File: config.mk
export PLATFORM = sky130hd
export DESIGN_NAME = pc_ir_status_unit
export DESIGN_NICKNAME = d
export VERILOG_FILES = /design/src/rtl/pc_ir_status_unit_pkg.sv /design/src/rtl/pc_ir_status_unit_pc_next_logic.sv /design/src/rtl/pc_ir_status_unit.sv
export SDC_FILE = /design/constraint.sdc
export NUM_CORES = 1
export LEC_CHECK = 0
export CORE_MARGIN = 3
export CORE_UTILIZATION = 45
export CTS_CLUSTER_DIAMETER = 100
export DETAILED_ROUTE_END_ITERATION = 7
export GPL_ROUTABILITY_DRIVEN = 0
export PLACE_DENSITY = 0.73
export SLEW_MARGIN = 20
export SYNTH_ARGS = -nofsm -noshare
export SYNTH_HDL_FRONTEND = slang
export SYNTH_SLANG_ARGS = --single-unit
File: constraint.sdc
create_clock -name clock -period 5.06 [get_ports clock]
set_input_delay 1.012 -clock clock [delete_from_list [all_inputs] [get_ports clock]]
set_output_delay 1.012 -clock clock [all_outputs]
set_load 0.01 [all_outputs]
File: src/rtl/pc_ir_status_unit_pkg.sv
// Shared encodings for the PC / instruction register / status unit.
// Covers the PS field codes, the status vector bit positions and the fetch FSM states.
package pc_ir_status_unit_pkg;

  localparam logic [1:0] PS_HOLD = 2'b00;
  localparam logic [1:0] PS_INC  = 2'b01;
  localparam logic [1:0] PS_LOAD = 2'b10;

  localparam int ST_V    = 4;
  localparam int ST_C    = 3;
  localparam int ST_N    = 2;
  localparam int ST_Z    = 1;
  localparam int ST_ZRAW = 0;

  localparam logic [63:0] DEFAULT_RESET_PC = 64'h0;

  typedef enum logic {
    IDLE = 1'b0,
    WAIT = 1'b1
  } fetch_state_t;

endpackage

File: src/rtl/pc_ir_status_unit_pc_next_logic.sv
// Combinational next-PC selection: hold, increment, PC-relative branch or register jump.
// Also flags a misaligned target whenever a load is selected.
module pc_next_logic
  import pc_ir_status_unit_pkg::*;
#(
  parameter int AW = 64
) (
  input  logic [AW-1:0] pc,
  input  logic [AW-1:0] ir_addr,
  input  logic [1:0]    ps,
  input  logic          pc_sel,
  input  logic [AW-1:0] constant,
  input  logic [AW-1:0] reg_a,
  output logic [AW-1:0] next_pc,
  output logic          misalign
);

  logic [AW-1:0] offset;
  logic [AW-1:0] target;

  // Branch offsets count instructions, so scale to bytes before adding.
  assign offset = constant << 2;
  assign target = pc_sel ? (ir_addr + offset) : reg_a;

  always_comb begin
    next_pc = pc;
    case (ps)
      PS_HOLD: next_pc = pc;
      PS_INC:  next_pc = pc + AW'(4);
      default: next_pc = target;
    endcase
  end

  assign misalign = ps[1] && (target[1:0] != 2'b00);

endmodule

File: src/rtl/pc_ir_status_unit.sv
// Executes the PS/PCsel/IL/SL control-word fields: owns PC, IR, the current
// instruction address and latched flags, and stalls the control unit during fetches.
module pc_ir_status_unit
  import pc_ir_status_unit_pkg::*;
#(
  parameter int          AW       = 64,
  parameter logic [AW-1:0] RESET_PC = DEFAULT_RESET_PC[AW-1:0]
) (
  input  logic          clock,
  input  logic          reset,
  input  logic [1:0]    PS,
  input  logic          PCsel,
  input  logic          IL,
  input  logic          SL,
  input  logic [63:0]   constant,
  input  logic [63:0]   reg_a,
  input  logic [3:0]    alu_flags,
  output logic          imem_req,
  output logic [AW-1:0] imem_addr,
  input  logic [31:0]   imem_rdata,
  input  logic          imem_valid,
  output logic [31:0]   I,
  output logic [AW-1:0] pc,
  output logic [4:0]    status,
  output logic          stall,
  output logic          align_fault
);

  fetch_state_t  state;
  logic [AW-1:0] ir_addr;
  logic [3:0]    flags;
  logic [AW-1:0] next_pc;
  logic          misalign;
  logic          fetching;
  logic          fetch_done;

  pc_next_logic #(.AW(AW)) u_pc_next (
    .pc       (pc),
    .ir_addr  (ir_addr),
    .ps       (PS),
    .pc_sel   (PCsel),
    .constant (constant[AW-1:0]),
    .reg_a    (reg_a[AW-1:0]),
    .next_pc  (next_pc),
    .misalign (misalign)
  );

  // A fetch is in flight either when newly requested in IDLE or while parked in WAIT.
  assign fetching   = (state == WAIT) || IL;
  assign fetch_done = fetching && imem_valid;
  assign imem_req   = fetching;
  assign imem_addr  = pc;
  assign stall      = fetching && !imem_valid;

  assign status[ST_V:ST_Z] = flags;
  assign status[ST_ZRAW]   = alu_flags[0];

  // While stalled the whole control word is frozen, so PC, flags and IR all hold.
  always_ff @(posedge clock) begin
    if (reset) begin
      state       <= IDLE;
      pc          <= RESET_PC;
      ir_addr     <= RESET_PC;
      I           <= 32'h0;
      flags       <= 4'h0;
      align_fault <= 1'b0;
    end else begin
      if (!stall) begin
        pc <= next_pc;
        if (misalign) begin
          align_fault <= 1'b1;
        end
        if (SL) begin
          flags <= alu_flags;
        end
      end
      if (fetch_done) begin
        I       <= imem_rdata;
        ir_addr <= pc;
      end
      case (state)
        IDLE:    state <= stall ? WAIT : IDLE;
        WAIT:    state <= imem_valid ? IDLE : WAIT;
        default: state <= IDLE;
      endcase
    end
  end

endmodule

==> impl_metrics.ini, run 1 <==
; yosys + openroad results
[outcome]
status = completed

[final_layout]
lay_top_cells = clkdlybuf4s50_1 (335), nand2_1 (310), a21oi_1 (251), dfxtp_1 (166), nor2_1 (149)
area_growth_pct = 29.6
design.seq.count = 166
finish.utilization = 0.598
inv_count = 25
layout_top_cell = clkdlybuf4s50_1
drive_above_1_share = 0.0463
nNonClkBuffers = 350
sh_seq_area = 0.211

[logic_synthesis]
synth_cells = 1715
ys_chip_area_um2 = 12100
common_cells = nand2_1 (311), a21oi_1 (251), dfxtp_1 (166), nor2_1 (150), o21ai_0 (91)
flop_cell = dfxtp_1
top_cells_by_area = dfxtp_1 (27%), a21oi_1 (10%), nand2_1 (9.6%), ha_1 (6.4%), nor2_1 (4.6%)
syn_avg_cell_area_um2 = 7.07
xor_share = 0.0361
ys_async_sr_fraction = 0
top_logic_kind = AND-OR/OR-AND gates
yosysWarnings = 0
synth_area_um2 = 12100
syn_nets = 1950

[critical_path]
endpoint_kind = flip-flop
cp.arrival_ps = 4550
crit_buf_inv = 1
critPathLaunchType = input pin
path_class = in2reg
crit_family = AND-OR/OR-AND gates
crit_slowest_cell = a311oi_4
cp.required_ps = 5370

[grt]
grt_remaining_overflow = 0
grt_use_total = 0.288
grt_max_degree = 97
grt_pass1_vias = 12600
antenna_found_initial = 0

[routing]
drc = 0
avgViaCountPerCell = 6.00
postRouteAntennaNets = 0
routed_wl_um = 43900
drt-wirelength-per-cell_um = 19.4
vias = 13600
first_pass_iters = 8

[power]
vdd_drop_max_mv = 0.182

[sta]
post-route-min-period_ps = 4240
rsz0062_at_grt = false
skew_ps = 14.6
tightest_slew_ps = 1070
max_slew_margin = 0.284

[clock_network]
cts_max_level = 4
clk_pin_slew_worst_paths_ps = 80
cts_tree = yes
cts.sinks = 166

[placement]
place_area_um2 = 15100

[die]
fp_util = 0.461
fp.dieH_um = 170

[job]
tool_warnings = 28
==> run 1: worst reg2reg max path, stage by stage (launching register included) <==
cell and delay [ps]:
dfxtp_1 330, ha_1 210, fa_1 430, a211oi_2 330, o211ai_2 180, a21oi_2 230, o31ai_4 140, a311oi_4 520
a21o_1 310, o21a_1 270, o31a_1 190, mux2i_1 200, a31oi_1 90
==> run 1: layer usage <==
metal	vias up	wire length, um	track usage
li1	6448	-	-
met1	6295	18300	0.382
met2	714	20500	0.476
met3	96	3800	0.0534
met4	0	1300	0.0899
met5	-	0	0
==> run 1: final timing paths <==
| kind | cells after the start | from | slack (ps) | end |
|---|---|---|---|---|
| worst max register to register | 12 | ir_addr[2]$_SDFFE_PP0P_ | 1480 | imem_addr[60]$_SDFFE_PP0P_ |
| worst max-delay path | 13 | constant[0] | 820 | imem_addr[60]$_SDFFE_PP0P_ |
| worst min-delay path | 2 | I[4]$_SDFFE_PP0P_ | 450 | I[4]$_SDFFE_PP0P_ |
| worst min register to register | 2 | I[4]$_SDFFE_PP0P_ | 450 | I[4]$_SDFFE_PP0P_ |
==> run 1: stage by stage <==
stage / worst slack, ps / power, mW / std cells / hold WS [ps]
after floorplan: 1340 / 2.09 / 1715 / 440
after global placement: 483 / 2.54 / 2226 / 441
after detailed placement: 458 / 2.55 / 2226 / 446
after CTS: 894 / 3.88 / 2258 / 456
after global routing: 681 / 4.03 / 2258 / 468
final: 819 / 3.88 / 2260 / 453
==> run 1: registers in the layout, indices dropped and copies added, names as in the netlist <==
signal,count
imem_addr,64
align_fault,1
state,1
flags,4
ir_addr,64
I,32
==> run 1: power breakdown <==
part           total [mW]  leakage [nW]  switching [mW]  internal, mW
clock network        1.33         0.279           0.670         0.664
registers            1.51          1.36           0.123          1.38
logic                1.04          4.21           0.532         0.504
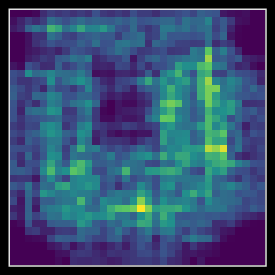
**Above:** run 1 (wiring heat map).
(1.5 px per um) The die is cut into 34 by 34 equal tiles; dark purple is low, yellow is high, scaled to the fullest tile. Values are wire area over tile area, all layers added.
The emptiest ninth of the die: lower right. The densest ninth of the die: middle right. 7.8% of the tiles are nearly empty.

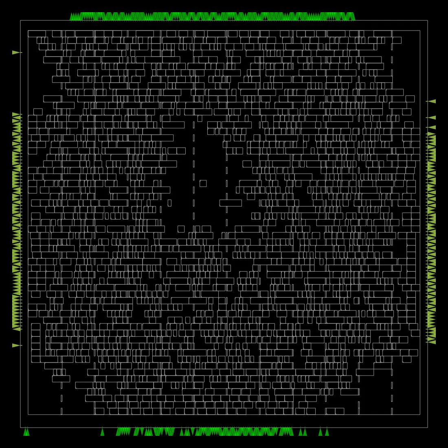
**Above:** run 1 (placement view).
# Taps: 335
final cell count without fillers: 2260
core area: 26300 um2
Core Rows: 59
FILL cells: 2412

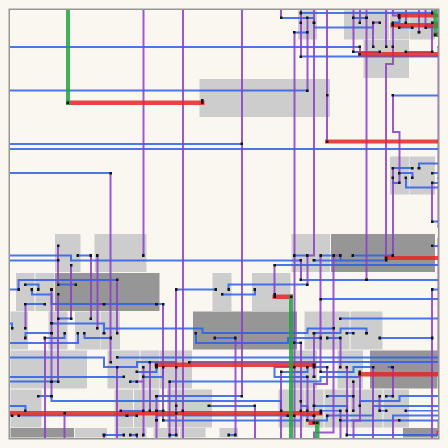
**Above:** run 1 (close-up of the layout).
Window x 70 to 100, y 70 to 100 um. Cells in gray, sequential cells in the stronger gray; small squares are vias.
M4: in green. M3: in red. M2: in purple. M1: in blue.
Sequential cells in the window: 4. 40 logic cells have their middle in the window. Most frequent: nor2_1 (7), nand3_1 (4), dfxtp_1 (4). Netlist names of flops here include `imem_addr` (4).

**Run 1: gate-type map**

(2 px per um)
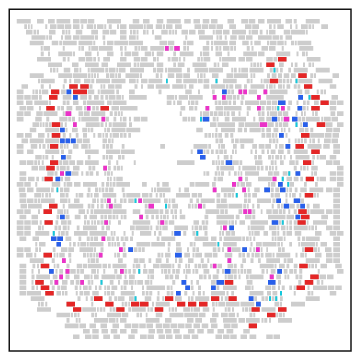

--- run 2 (diff from run 1) ---
clock period = 4.23 ns   (was 5.06 ns; I/O delays follow)
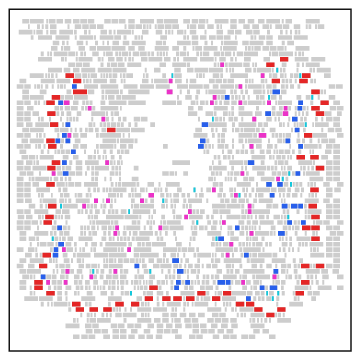
**Above:** run 2 (gate-type map).
(2 px per um)
non-inverting ao/oa cells: in blue, cells 52, most used a21o_1. and/or cells: in magenta, cells 49, most used and3_1. inv cells: in cyan, cells 25, most used inv_1. fa/ha/maj cells: in red, cells 63, most used ha_1, where all over the die.

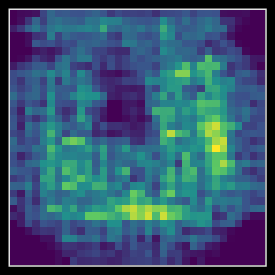
**Above:** run 2 (wiring heat map).
(1.5 px per um) The die is cut into 34 by 34 equal tiles; dark purple is low, yellow is high, scaled to the fullest tile. Values are wire area over tile area, all layers added.
WL/cell: 19.2 um
via count: 13700

==> run 2 against run 1 <==
Net effect:
- critical path depth is the same
- combinational power up 24%
- worst hold slack about the same
- die area unchanged
- synthesized cell count stayed put
- utilization increased by 1.6 points
- clock power is 31% higher
- cell area up 2.6%
- non-clock buffer count up 46
- first-iteration DRC count is 3.4% higher
==> impl_metrics.ini, run 2 <==
; yosys + openroad results
[power]
vdd_drop_max_mv = 0.236

[grt]
grt_remaining_overflow = 0
met3_usage = 0.0453
use_met2 = 0.480
antenna_found_initial = 1
grt_pass1_vias = 12800
top_usage_layer = met2
met1_usage = 0.385
grt_max_degree = 97
grt_use_total = 0.290

[sta]
post-route-min-period_ps = 3880
rsz0062_at_grt = false
finalWorstSetupSlack_ps = 350
tightest_slew_ps = 965

[logic_synthesis]
flop_cell = dfxtp_1
syn_avg_cell_area_um2 = 7.07
yosysWarnings = 0
top_cells_by_area = dfxtp_1 (27%), a21oi_1 (10%), nand2_1 (9.6%), ha_1 (6.4%), nor2_1 (4.6%)
ys_async_sr_fraction = 0
yosysTopAreaCell = dfxtp_1
ys_chip_area_um2 = 12100
common_cells = nand2_1 (311), a21oi_1 (251), dfxtp_1 (166), nor2_1 (150), o21ai_0 (91)
synth_area_um2 = 12100
synth_cells = 1715
syn_nets = 1950

[die]
fp_util = 0.461
rows = 59
fp.dieH_um = 170
ios = 340
core_um2 = 26300

[routing]
routed_wl_um = 44100
postRouteAntennaNets = 0
drt-met1-wl_um = 18400
avgViaCountPerCell = 5.93
topRoutingLayerUsed = met5
drc = 0
route.met3.wl_um = 3560
met2_length_um = 20900
first_pass_iters = 6

[placement]
dpl_worst_slack_ps = -31.9

[critical_path]
critPathLaunchType = input pin
cp.arrival_ps = 4200
crit_chain = clkdlybuf4s50_1 > ha_1 > a21o_1 > and4_1 > o211ai_1 > a311oi_1 > buf_4 > o211ai_1 > a21boi_0 > nor2_1 > o21ai_1 > xor2_1 > a31o_1
endpoint_kind = flip-flop
crit_slowest_cell = clkdlybuf4s50_1
path_class = in2reg
cp.required_ps = 4550

[clock_network]
cts.path.max_buffers = 2
clk_pin_slew_worst_paths_ps = 70
cts_tree = yes
cts_max_level = 4

[job]
tool_warnings = 28

[final_layout]
antenna_cells = 0
layout_top_cell = clkdlybuf4s50_1
drive_above_1_share = 0.0681
area_growth_pct = 33.0
lay_top_cells = clkdlybuf4s50_1 (335), nand2_1 (310), a21oi_1 (251), dfxtp_1 (166), nor2_1 (149)

[outcome]
status = completed
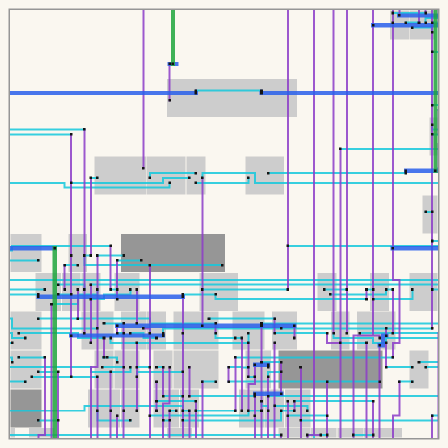
**Above:** run 2 (close-up of the layout).
Window x 70 to 100, y 70 to 100 um. Cells in gray, sequential cells in the stronger gray; small squares are vias.

[run 2: cell counts after synthesis]
No cell type changed its count.
[run 2: per-stage QoR]
stage          total power, mW  utilization  instances  hold slack (ps)  setup TNS, ps
4_1_cts                   4.83        0.614       2304              456              0
3_5_place_dp              3.09        0.589       2272              446          -68.3
5_1_grt                   5.02        0.614       2304              468              0
6_report                  4.83        0.614       2304              453              0
3_3_place_gp              3.08        0.589       2272              442          -7.78
2_1_floorplan             2.50            -       1715              440              0
[run 2: cell families after synthesis]
kind of cell,after synthesis,share of synthesized area
AND/OR/NAND/NOR,668,0.247
AND-OR/OR-AND,545,0.274
buffers and inverters,199,0.0836
flip-flops,166,0.274
adder cells (fa/ha/maj),63,0.0656
XOR/XNOR,50,0.0361
multiplexers,24,0.0201
[run 2: final timing paths]
path / startpoint / end / slack, ps / depth (start not counted)
worst min-delay path: I[9]$_SDFFE_PP0P_ / I[9]$_SDFFE_PP0P_ / 450 / 2
worst max-delay path: constant[1] / imem_addr[53]$_SDFFE_PP0P_ / 350 / 13
worst min register to register: I[9]$_SDFFE_PP0P_ / I[9]$_SDFFE_PP0P_ / 450 / 2
worst max register to register: imem_addr[2]$_SDFFE_PP0P_ / imem_addr[58]$_SDFFE_PP0P_ / 860 / 11
[run 2: cell type report]
class | count | area, um2 | area share
clock inverter | 14 | 210 | 0.0130
sequential | 166 | 3320 | 0.206
tap | 335 | 419 | 0.0260
timing repair buffer | 396 | 3820 | 0.237
clock buffer | 18 | 429 | 0.0266
multi-input combinational | 1350 | 7840 | 0.486
inverter | 25 | 93.8 | 0.00582
[run 2: where the power goes]
group	switching (mW)	leakage, nW	internal [mW]
clock network	0.731	0.313	1.01
logic	0.657	4.44	0.633
registers	0.139	1.36	1.66
total	1.53	6.11	3.30
--- run 3 (diff from run 2) ---
HOLD_SLACK_MARGIN = 0.1   (was default)
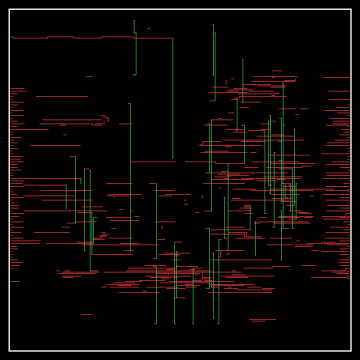
**Above:** run 3 (signal wires by layer).
(2 px per um) Two of the layers only.
M3: in red, wire length 3560 um. M4: in green, wire length 1270 um.

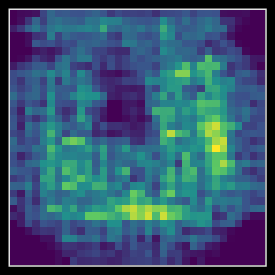
**Above:** run 3 (wiring heat map).
(1.5 px per um) The die is cut into 34 by 34 equal tiles; dark purple is low, yellow is high, scaled to the fullest tile. Values are wire area over tile area, all layers added.
The densest ninth of the die: middle right. 8.2% of the tiles are nearly empty. The mean over all tiles is 0.25. 16% of the tiles are over half the peak. The fullest tile reaches 0.80.

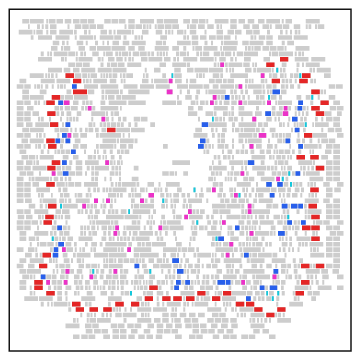
**Above:** run 3 (gate-type map).
(2 px per um)
non-inverting ao/oa cells: in blue, cells 52, most used a21o_1. inv cells: in cyan, cells 25, most used inv_1. and/or cells: in magenta, cells 49, most used and3_1. fa/ha/maj cells: in red, cells 63, most used ha_1, where all over the die.

==> run 3 against run 2 <==
Net effect:
- synthesized cell count unchanged
- clock power is essentially flat
- flip-flop count stayed put
- via count is the same
- total power unchanged
- first-iteration DRC count unchanged
- clock-buffer cell count stayed put
- fmax did not move
- wire length stayed put
- largest power group unchanged
==> impl_metrics.ini, run 3 <==
; yosys + openroad results
[outcome]
status = completed

[routing]
postRouteAntennaNets = 0
first_pass_iters = 6
routed_wl_um = 44100
drc = 0
vias = 13700
avgViaCountPerCell = 5.93
drt-wirelength-per-cell_um = 19.2

[logic_synthesis]
ys_async_sr_fraction = 0
synth_area_um2 = 12100
syn_nets = 1950
common_cells = nand2_1 (311), a21oi_1 (251), dfxtp_1 (166), nor2_1 (150), o21ai_0 (91)
top_cells_by_area = dfxtp_1 (27%), a21oi_1 (10%), nand2_1 (9.6%), ha_1 (6.4%), nor2_1 (4.6%)
synth_cells = 1715
yosysTopAreaCell = dfxtp_1
top_logic_kind = AND-OR/OR-AND gates
ys_sh_adder = 0.0656
ys_chip_area_um2 = 12100
mux_area_frac = 0.0201
flop_cell = dfxtp_1
compound_area_frac = 0.274
ys_sh_simple = 0.247
yosysWarnings = 0
xor_share = 0.0361
netlist.area_leader.share = 0.274
syn_avg_cell_area_um2 = 7.07

[clock_network]
cts.path.max_buffers = 2
cts_tree = yes
clk_pin_slew_worst_paths_ps = 70
cts.sinks = 166
cts_max_level = 4

[sta]
finalWorstSetupSlack_ps = 350
tightest_slew_ps = 965
fin_hold_ws_ps = 453
tns_ps = 0
post-route-min-period_ps = 3880

[final_layout]
area_growth_pct = 33.0
finalNonFillerCells = 2304
drive_above_1_share = 0.0681
finish.utilization = 0.614
fillers = 2447
antenna_cells = 0
lay_top_cells = clkdlybuf4s50_1 (335), nand2_1 (310), a21oi_1 (251), dfxtp_1 (166), nor2_1 (149)

[placement]
dpl_worst_slack_ps = -31.9

[job]
tool_warnings = 28

[critical_path]
critPathLaunchType = input pin
path_class = in2reg
r2r-end = imem_addr[58]$_SDFFE_PP0P_
endpoint_kind = flip-flop
crit_slowest_cell = clkdlybuf4s50_1
r2r_start = imem_addr[2]$_SDFFE_PP0P_
reg2reg_slack_ps = 860
reg2reg_depth = 11
cp.required_ps = 4550
cp.arrival_ps = 4200

[worst_hold_path]
holdPathEnd = I[9]$_SDFFE_PP0P_
hold_path_depth = 2
hp-start = I[9]$_SDFFE_PP0P_

[die]
ios = 340
rows = 59
fp.dieH_um = 170
core_um2 = 26300

[grt]
grt_max_degree = 97
grt_remaining_overflow = 0
grt_use_total = 0.290
antenna_found_initial = 1

[power]
power_mw = 4.83
vdd_drop_max_mv = 0.236
run 3: cell counts after synthesis:
No cell type changed its count.
run 3: how the worst max path moves through the flow:
stage	startpoint	endpoint	slack, ps	cells past startpoint
6_report	constant[1]	imem_addr[53]$_SDFFE_PP0P_	350	13
5_1_grt	constant[1]	imem_addr[61]$_SDFFE_PP0P_	210	13
4_1_cts	constant[0]	imem_addr[60]$_SDFFE_PP0P_	420	13
3_5_place_dp	constant[0]	imem_addr[58]$_SDFFE_PP0P_	-30	13
3_3_place_gp	constant[0]	imem_addr[58]$_SDFFE_PP0P_	-8	13
2_1_floorplan	constant[0]	imem_addr[60]$_SDFFE_PP0P_	680	12
run 3: metal layers:
layer / global-route usage / vias to the layer above / routed length [um]
met5: 0 / - / 12
met4: 0.0995 / 2 / 1270
met3: 0.0453 / 99 / 3560
met2: 0.480 / 674 / 20900
met1: 0.385 / 6355 / 18400
li1: - / 6523 / -
run 3: final cells by class:
class	instances	area, um2	area share
clock buffers	18	429	0.0266
clock inverters	14	210	0.0130
inverters	25	93.8	0.00582
multi-input cells	1350	7840	0.486
flip-flops and latches	166	3320	0.206
well taps	335	419	0.0260
repair buffers	396	3820	0.237
run 3: power breakdown:
part	switching [mW]	internal, mW	total (mW)
Clock	0.731	1.01	1.74
Sequential	0.139	1.66	1.80
Combinational	0.657	0.633	1.29
run 3: logic make-up after synthesis:
group           count (synthesis)
fa+ha+maj                      63
mux                            24
xor+xnor                       50
compound gates                545
simple gates                  668
buf+inv                       199
flops                         166
run 3: tightest hold or removal path, delay by kind of cell, from the launching register on:
kind / cells / cell delay [ps]
AOI/OAI and AO/OA: 1 / 50
DFF: 1 / 310
and+or+nand+nor: 1 / 50
Power figures rest on the tool's default switching activity, not on a simulated workload.
